Fig. 1: M1 wires
Cells faint in the background.
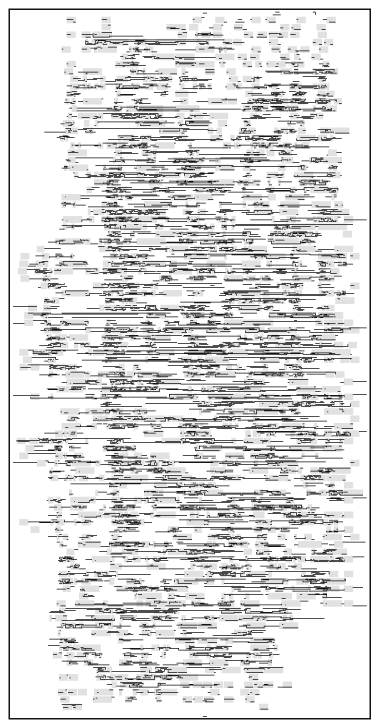
Fig. 2: the metal 2 layer
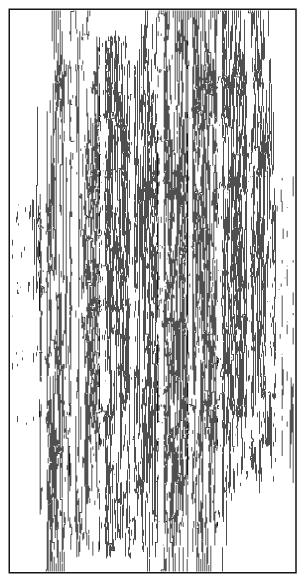
Fig. 3: metal 4
Cells faint in the background.
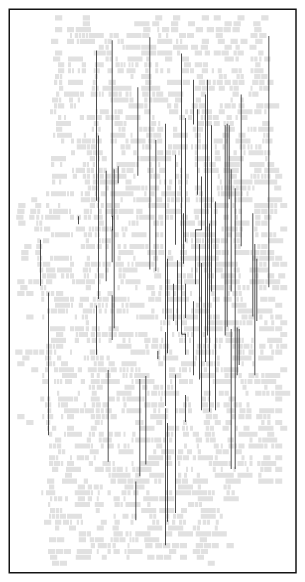
File: config.mk
export PLATFORM = sky130hd
export DESIGN_NAME = mcycle_unit
export DESIGN_NICKNAME = d
export VERILOG_FILES = /design/src/rtl/mcycle_pkg.sv /design/src/rtl/mcycle_datapath.sv /design/src/rtl/mcycle_unit.sv
export SDC_FILE = /design/constraint.sdc
export NUM_CORES = 1
export LEC_CHECK = 0
export CAP_MARGIN = 5
export CORE_ASPECT_RATIO = 2
export CORE_MARGIN = 2
export CORE_UTILIZATION = 33
export DETAILED_ROUTE_END_ITERATION = 8
export GPL_TIMING_DRIVEN = 0
export PLACE_DENSITY = 0.5
export SETUP_SLACK_MARGIN = 0.1
export SLEW_MARGIN = 40
export SYNTH_ARGS = -nofsm -noshare
export SYNTH_HDL_FRONTEND = slang
export SYNTH_SLANG_ARGS = --single-unit
File: constraint.sdc
create_clock -name CLK -period 4 [get_ports CLK]
set_input_delay 0.8 -clock CLK [delete_from_list [all_inputs] [get_ports CLK]]
set_output_delay 0.8 -clock CLK [all_outputs]
set_load 0.02 [all_outputs]
File: src/rtl/mcycle_pkg.sv
// Shared encodings for the multi-cycle multiply/divide unit.
// The divider is only built when MCYCLE_DIV_EN is defined (see mcycle_datapath).
package mcycle_pkg;

    localparam int MCYCLE_WIDTH = 32;

    typedef enum logic [1:0] {
        OP_SMUL = 2'b00,
        OP_UMUL = 2'b01,
        OP_SDIV = 2'b10,
        OP_UDIV = 2'b11
    } mcycle_op_e;

    typedef enum logic [1:0] {
        ST_IDLE    = 2'b00,
        ST_COMPUTE = 2'b01,
        ST_FIXUP   = 2'b10,
        ST_DONE    = 2'b11
    } mcycle_state_e;

    // R15 is never a multi-cycle destination, so it is a safe idle value for the hazard compares.
    localparam logic [3:0] WA3_RESET = 4'hF;

    function automatic logic op_is_div(input logic [1:0] op);
        return op[1];
    endfunction

    function automatic logic op_is_signed(input logic [1:0] op);
        return ~op[0];
    endfunction

endpackage

File: src/rtl/mcycle_datapath.sv
// Shift-add multiplier / restoring divider working on operand magnitudes, plus sign fixup.
// Divider logic is built only when MCYCLE_DIV_EN is defined; otherwise divide ops return all ones.
module mcycle_datapath
    import mcycle_pkg::*;
#(
    parameter int WIDTH = MCYCLE_WIDTH
)
(
    input  logic             clk,
    input  logic             rst_n,
    input  logic             load,
    input  logic             step,
    input  logic             fixup,
    input  logic [1:0]       op,
    input  logic [WIDTH-1:0] operand1,
    input  logic [WIDTH-1:0] operand2,
    output logic [WIDTH-1:0] result1,
    output logic [WIDTH-1:0] result2
);

    localparam int DW = 2 * WIDTH;

    function automatic logic [WIDTH-1:0] magnitude(input logic [WIDTH-1:0] value, input logic is_signed);
        logic [WIDTH-1:0] mag;
        if (is_signed && value[WIDTH-1]) begin
            mag = ~value + WIDTH'(1);
        end else begin
            mag = value;
        end
        return mag;
    endfunction

    function automatic logic [WIDTH-1:0] negate_word(input logic [WIDTH-1:0] value, input logic neg);
        logic [WIDTH-1:0] res;
        if (neg) begin
            res = ~value + WIDTH'(1);
        end else begin
            res = value;
        end
        return res;
    endfunction

    function automatic logic [DW-1:0] negate_dword(input logic [DW-1:0] value, input logic neg);
        logic [DW-1:0] res;
        if (neg) begin
            res = ~value + DW'(1);
        end else begin
            res = value;
        end
        return res;
    endfunction

    logic [WIDTH-1:0] acc_hi_r, acc_lo_r, mcand_r;
    logic             neg_lo_r;
    logic [WIDTH-1:0] result1_r, result2_r;

    logic             is_signed_s, neg_lo_s, div_fill_s;
    logic [WIDTH-1:0] mag1_s, mag2_s, load_lo_s, load_mcand_s;
    logic [WIDTH:0]   mul_sum_s;
    logic [WIDTH-1:0] step_hi_s, step_lo_s;
    logic [DW-1:0]    prod_s;
    logic [WIDTH-1:0] fix1_s, fix2_s;

`ifdef MCYCLE_DIV_EN
    logic             is_div_r, neg_hi_r;
    logic [WIDTH:0]   div_shift_s;
    logic [WIDTH+1:0] div_diff_s;
`endif

    assign is_signed_s = op_is_signed(op);
    assign mag1_s      = magnitude(operand1, is_signed_s);
    assign mag2_s      = magnitude(operand2, is_signed_s);

`ifdef MCYCLE_DIV_EN
    assign div_fill_s = 1'b0;
`else
    assign div_fill_s = load & op_is_div(op);
`endif

    // Operand placement at accept: multiplier/dividend go into the low word that gets shifted.
    always_comb begin
        load_lo_s    = mag2_s;
        load_mcand_s = mag1_s;
        neg_lo_s     = is_signed_s & (operand1[WIDTH-1] ^ operand2[WIDTH-1]);
`ifdef MCYCLE_DIV_EN
        if (op_is_div(op)) begin
            load_lo_s    = mag1_s;
            load_mcand_s = mag2_s;
            // A zero divisor must yield an all-ones quotient, so it never takes a sign.
            neg_lo_s     = is_signed_s & (operand1[WIDTH-1] ^ operand2[WIDTH-1]) & (operand2 != {WIDTH{1'b0}});
        end else begin
            load_lo_s    = mag2_s;
            load_mcand_s = mag1_s;
        end
`endif
    end

    // One iteration: shift-add for multiply, restoring subtract for divide.
    always_comb begin
        mul_sum_s = {1'b0, acc_hi_r} + (acc_lo_r[0] ? {1'b0, mcand_r} : {(WIDTH+1){1'b0}});
        step_hi_s = mul_sum_s[WIDTH:1];
        step_lo_s = {mul_sum_s[0], acc_lo_r[WIDTH-1:1]};
`ifdef MCYCLE_DIV_EN
        div_shift_s = {acc_hi_r, acc_lo_r[WIDTH-1]};
        div_diff_s  = {1'b0, div_shift_s} - {2'b00, mcand_r};
        if (is_div_r) begin
            if (div_diff_s[WIDTH+1]) begin
                step_hi_s = div_shift_s[WIDTH-1:0];
                step_lo_s = {acc_lo_r[WIDTH-2:0], 1'b0};
            end else begin
                step_hi_s = div_diff_s[WIDTH-1:0];
                step_lo_s = {acc_lo_r[WIDTH-2:0], 1'b1};
            end
        end else begin
            step_hi_s = mul_sum_s[WIDTH:1];
            step_lo_s = {mul_sum_s[0], acc_lo_r[WIDTH-1:1]};
        end
`endif
    end

    // Sign correction; the remainder follows the dividend's sign.
    always_comb begin
        prod_s = negate_dword({acc_hi_r, acc_lo_r}, neg_lo_r);
        fix1_s = prod_s[WIDTH-1:0];
        fix2_s = prod_s[DW-1:WIDTH];
`ifdef MCYCLE_DIV_EN
        if (is_div_r) begin
            fix1_s = negate_word(acc_lo_r, neg_lo_r);
            fix2_s = negate_word(acc_hi_r, neg_hi_r);
        end else begin
            fix1_s = prod_s[WIDTH-1:0];
            fix2_s = prod_s[DW-1:WIDTH];
        end
`endif
    end

    // Working registers: loaded at accept, advanced once per compute cycle.
    always_ff @(posedge clk) begin
        if (!rst_n) begin
            acc_hi_r <= {WIDTH{1'b0}};
            acc_lo_r <= {WIDTH{1'b0}};
            mcand_r  <= {WIDTH{1'b0}};
            neg_lo_r <= 1'b0;
`ifdef MCYCLE_DIV_EN
            is_div_r <= 1'b0;
            neg_hi_r <= 1'b0;
`endif
        end else if (load) begin
            acc_hi_r <= {WIDTH{1'b0}};
            acc_lo_r <= load_lo_s;
            mcand_r  <= load_mcand_s;
            neg_lo_r <= neg_lo_s;
`ifdef MCYCLE_DIV_EN
            is_div_r <= op_is_div(op);
            neg_hi_r <= is_signed_s & operand1[WIDTH-1];
`endif
        end else if (step) begin
            acc_hi_r <= step_hi_s;
            acc_lo_r <= step_lo_s;
        end
    end

    // Result registers hold between operations.
    always_ff @(posedge clk) begin
        if (!rst_n) begin
            result1_r <= {WIDTH{1'b0}};
            result2_r <= {WIDTH{1'b0}};
        end else if (div_fill_s) begin
            result1_r <= {WIDTH{1'b1}};
            result2_r <= {WIDTH{1'b1}};
        end else if (fixup) begin
            result1_r <= fix1_s;
            result2_r <= fix2_s;
        end
    end

    assign result1 = result1_r;
    assign result2 = result2_r;

endmodule

File: src/rtl/mcycle_unit.sv
// Multi-cycle multiply/divide unit: control FSM, iteration counter and hazard-facing status.
// Define MCYCLE_DIV_EN to build the divider; without it divide ops complete immediately with all ones.
module mcycle_unit
    import mcycle_pkg::*;
#(
    parameter int WIDTH = MCYCLE_WIDTH
)
(
    input  logic             CLK,
    input  logic             RESET,
    input  logic             Start,
    input  logic [1:0]       MCycleOp,
    input  logic [WIDTH-1:0] Operand1,
    input  logic [WIDTH-1:0] Operand2,
    input  logic [3:0]       WA3,
    output logic [WIDTH-1:0] Result1,
    output logic [WIDTH-1:0] Result2,
    output logic             Busy,
    output logic             Done,
    output logic [3:0]       MCycleWA3
);

    localparam int               CNT_W    = $clog2(WIDTH) + 1;
    localparam logic [CNT_W-1:0] CNT_LAST = CNT_W'(WIDTH - 1);

    mcycle_state_e    state_r, next_state_s;
    logic [CNT_W-1:0] cnt_r;
    logic             load_s, step_s, fixup_s;
    logic             busy_r, done_r;
    logic [3:0]       wa3_r;

    // Next-state and datapath strobes.
    always_comb begin
        next_state_s = state_r;
        load_s       = 1'b0;
        step_s       = 1'b0;
        fixup_s      = 1'b0;
        case (state_r)
            ST_IDLE: begin
                if (Start) begin
                    load_s = 1'b1;
`ifdef MCYCLE_DIV_EN
                    next_state_s = ST_COMPUTE;
`else
                    next_state_s = op_is_div(MCycleOp) ? ST_DONE : ST_COMPUTE;
`endif
                end else begin
                    next_state_s = ST_IDLE;
                end
            end
            ST_COMPUTE: begin
                step_s = 1'b1;
                if (cnt_r == CNT_LAST) begin
                    next_state_s = ST_FIXUP;
                end else begin
                    next_state_s = ST_COMPUTE;
                end
            end
            ST_FIXUP: begin
                fixup_s      = 1'b1;
                next_state_s = ST_DONE;
            end
            ST_DONE: begin
                next_state_s = ST_IDLE;
            end
            default: begin
                next_state_s = ST_IDLE;
            end
        endcase
    end

    // State plus registered Busy/Done, decoded from the state being entered.
    always_ff @(posedge CLK) begin
        if (!RESET) begin
            state_r <= ST_IDLE;
            busy_r  <= 1'b0;
            done_r  <= 1'b0;
            wa3_r   <= WA3_RESET;
        end else begin
            state_r <= next_state_s;
            busy_r  <= (next_state_s == ST_COMPUTE) || (next_state_s == ST_FIXUP);
            done_r  <= (next_state_s == ST_DONE);
            if (load_s) begin
                wa3_r <= WA3;
            end
        end
    end

    // Iteration counter, cleared at accept.
    always_ff @(posedge CLK) begin
        if (!RESET) begin
            cnt_r <= {CNT_W{1'b0}};
        end else if (load_s) begin
            cnt_r <= {CNT_W{1'b0}};
        end else if (step_s) begin
            cnt_r <= cnt_r + CNT_W'(1);
        end
    end

    mcycle_datapath #(
        .WIDTH (WIDTH)
    ) u_datapath (
        .clk      (CLK),
        .rst_n    (RESET),
        .load     (load_s),
        .step     (step_s),
        .fixup    (fixup_s),
        .op       (MCycleOp),
        .operand1 (Operand1),
        .operand2 (Operand2),
        .result1  (Result1),
        .result2  (Result2)
    );

    assign Busy      = busy_r;
    assign Done      = done_r;
    assign MCycleWA3 = wa3_r;

endmodule

==> impl_metrics.csv <==
group,metric,value,unit
critical_path,start_kind,"flip-flop",
critical_path,arrival,4010,ps
layout,layout.nonclk_buf_share,13.3,%
drt,wire_per_inst,22.3,µm
cts,insertion_delay,460,ps
critical_path,slowest_stage,"a211oi_2",
timing,maxSlewHeadroom,39.1,%
cts,cts_buffer_depth,2,
cts,cts_tree,"built",
placement,dp_hpwl,36200,µm
drt,drc,0,
floorplanning,row_count,94,
run,maxCapViolCount,0,
cts,clock-sinks,175,
critical_path,path_max_fanout,10,
pwr,fin_total_pwr,5.02,mW
synthesis,flop_cell,"dfxtp_1",
critical_path,path_buffers,2,
synthesis,postSynthAreaPerCell,7.79,µm²
global_route,first_global_vias,11100,
critical_path,reg2reg_from,"u_datapath.acc_lo_r[0]",
pwr,p_leak,5.14,nW
layout,layout.cells.non_filler,2000,
global_route,overflow,0,
timing,max_freq,274,MHz
pwr,power_density,372,mW/mm²
hold_path,min_path_cells,2,
pwr,swShare,32.9,%
synthesis,syn-cell-area,0.0109,mm²
layout,comb_area_share,51.7,%
global_route,grt_pass1_wl,65400,µm
floorplanning,die.size.y,261,µm
timing,min_period,3650,ps
pwr,peakVddDrop,0.301,mV
floorplanning,core,0.0327,mm²
floorplanning,initCoreUtil,33.3,%
synthesis,yosysWarnings,0,
layout,signal_buffers,241,
pwr,p_int,3.37,mW
hold_path,hold_class,"reg -> reg",
timing,finalCritPeriodShare,91.3,%
drt,drt_iter0_drc,587,
global_route,track_usage,25.3,%
layout,nets,1666,
layout,insertedDiodeCount,0,
global_route,grt_max_degree,17,
synthesis,ys_seq_share,32.2,%
pwr,power_frac_clock,35.6,%
placement,dp.cells,1968,
critical_path,r2r_cells,11,
critical_path,max_stage_delay,520,ps
layout,largestClassByArea,"combinational gates",
layout,seq_cell_count,175,
synthesis,yosys_cells,1395,
cts,postCtsHoldBufs,0,
timing,skew,10.4,ps
run_status,outcome,"complete, no violations",
synthesis,edf_count,0,
global_route,antenna_found_initial,1,
synthesis,ys_types,62,
synthesis,synth_nets,1506,
Notes on Fig. 1 above:
longest straight run = 50.6 µm
wire length on this layer = 14600 µm

Notes on Fig. 2 above:
nets with wire on the layer = 1363
main direction = vertical
share of all routed wire = 58%
wire length on this layer = 25.7 mm
longest straight run = 110 µm
final wirelength: 44700 µm
DR vias: 11.1k
GR met2 Demand/Resource: 52.4%

Notes on Fig. 3 above:
wire length on this layer = 3170 µm
share of all routed wire = 7.1%
main direction = vertical
longest straight run = 130 µm
nets with wire on the layer = 47

[synth_stat cells, drive strengths merged, types with 21 or more instances]
library cell / instances / share of area [%]
a21oi: 163 / 7.5
and2: 44 / 2.5
clkbuf: 87 / 3.0
dfxtp: 175 / 32
ha: 37 / 4.3
nand2: 175 / 6.0
nand3: 45 / 2.1
nor2: 52 / 1.8
nor3: 22 / 1.0
o211a: 27 / 2.5
o21ai: 131 / 6.0
o31ai: 29 / 2.0
o41ai: 21 / 1.8
xnor2: 39 / 3.1
xor2: 89 / 7.2
[logic make-up after synthesis]
kind of cell	Yosys count	share of synthesized area (%)
AOI/OAI and AO/OA	477	27.5
and+or+nand+nor	446	20.2
DFF	175	32.2
xor gates and xnor gates	128	10.3
buffers and inverters	119	4.13
adders and majority gates	38	4.44
muxes	12	1.12
[power by group through the flow]
stage          Clock (mW)  Sequential [mW]  Combinational [mW]
6_report             1.79             2.03                1.21
5_1_grt              1.87             2.04                1.30
4_1_cts              1.80             2.02                1.21
3_5_place_dp            0             2.06                1.21
3_3_place_gp            0             2.06                1.19
2_1_floorplan           0             2.10               0.584
[registers in the layout, indices dropped and copies added, names as in the netlist]
signal and cells:
cnt_r 6, u_datapath.neg_lo_r 1, u_datapath.acc_lo_r 32, state_r 2, MCycleWA3 4, u_datapath.result1 32
u_datapath.result2 32, u_datapath.acc_hi_r 32, u_datapath.mcand_r 32, Done 1, Busy 1
[worst max-delay path by stage]
| stage | depth (start not counted) | endpoint | slack [ps] |
|---|---|---|---|
| final | 11 | u_datapath.acc_hi_r[23] | 350 |
| after global routing | 12 | u_datapath.acc_hi_r[23] | 170 |
| after CTS | 12 | u_datapath.acc_hi_r[28] | 230 |
| after detailed placement | 12 | u_datapath.acc_hi_r[23] | -270 |
| after global placement | 12 | u_datapath.acc_hi_r[23] | -280 |
| after floorplan | 7 | u_datapath.acc_lo_r[29] | 820 |
[worst reg2reg max path, delay by kind of cell (launching register included)]
family / cells / cell delay (ps)
buffers and inverters: 2 / 550
adder cells (fa/ha/maj): 1 / 440
AND-OR/OR-AND: 6 / 1890
multiplexers: 1 / 160
flip-flops: 1 / 300
AND/OR/NAND/NOR: 1 / 220
[routing by layer]
| metal | GRT usage [%] | vias up | part of all wire (%) |
|---|---|---|---|
| met4 | 17.4 | 2 | 7.1 |
| met1 | 21.6 | 5301 | 33 |
| li1 | - | 5408 | - |
| met2 | 52.4 | 294 | 58 |
| met5 | 0 | - | 0.031 |
| met3 | 3.28 | 128 | 2.5 |
[through the flow]
step	setup TNS [ps]	hold WS [ps]	utilization, %	setup slack [ps]
2_1_floorplan	0	417	-	817
3_3_place_gp	-1030	429	39.2	-278
3_5_place_dp	-1000	439	39.3	-273
4_1_cts	0	451	41.2	232
5_1_grt	0	476	41.3	167
6_report	0	447	41.3	349
[timing repair]
action,in CTS,in global routing
buffers inserted,0,0
gates resized,2,5
pin swaps,0,1
endpoints found under the setup margin,11,8
hold endpoints to repair,0,0
cloned,0,0
Power and IR drop assume default switching activity.
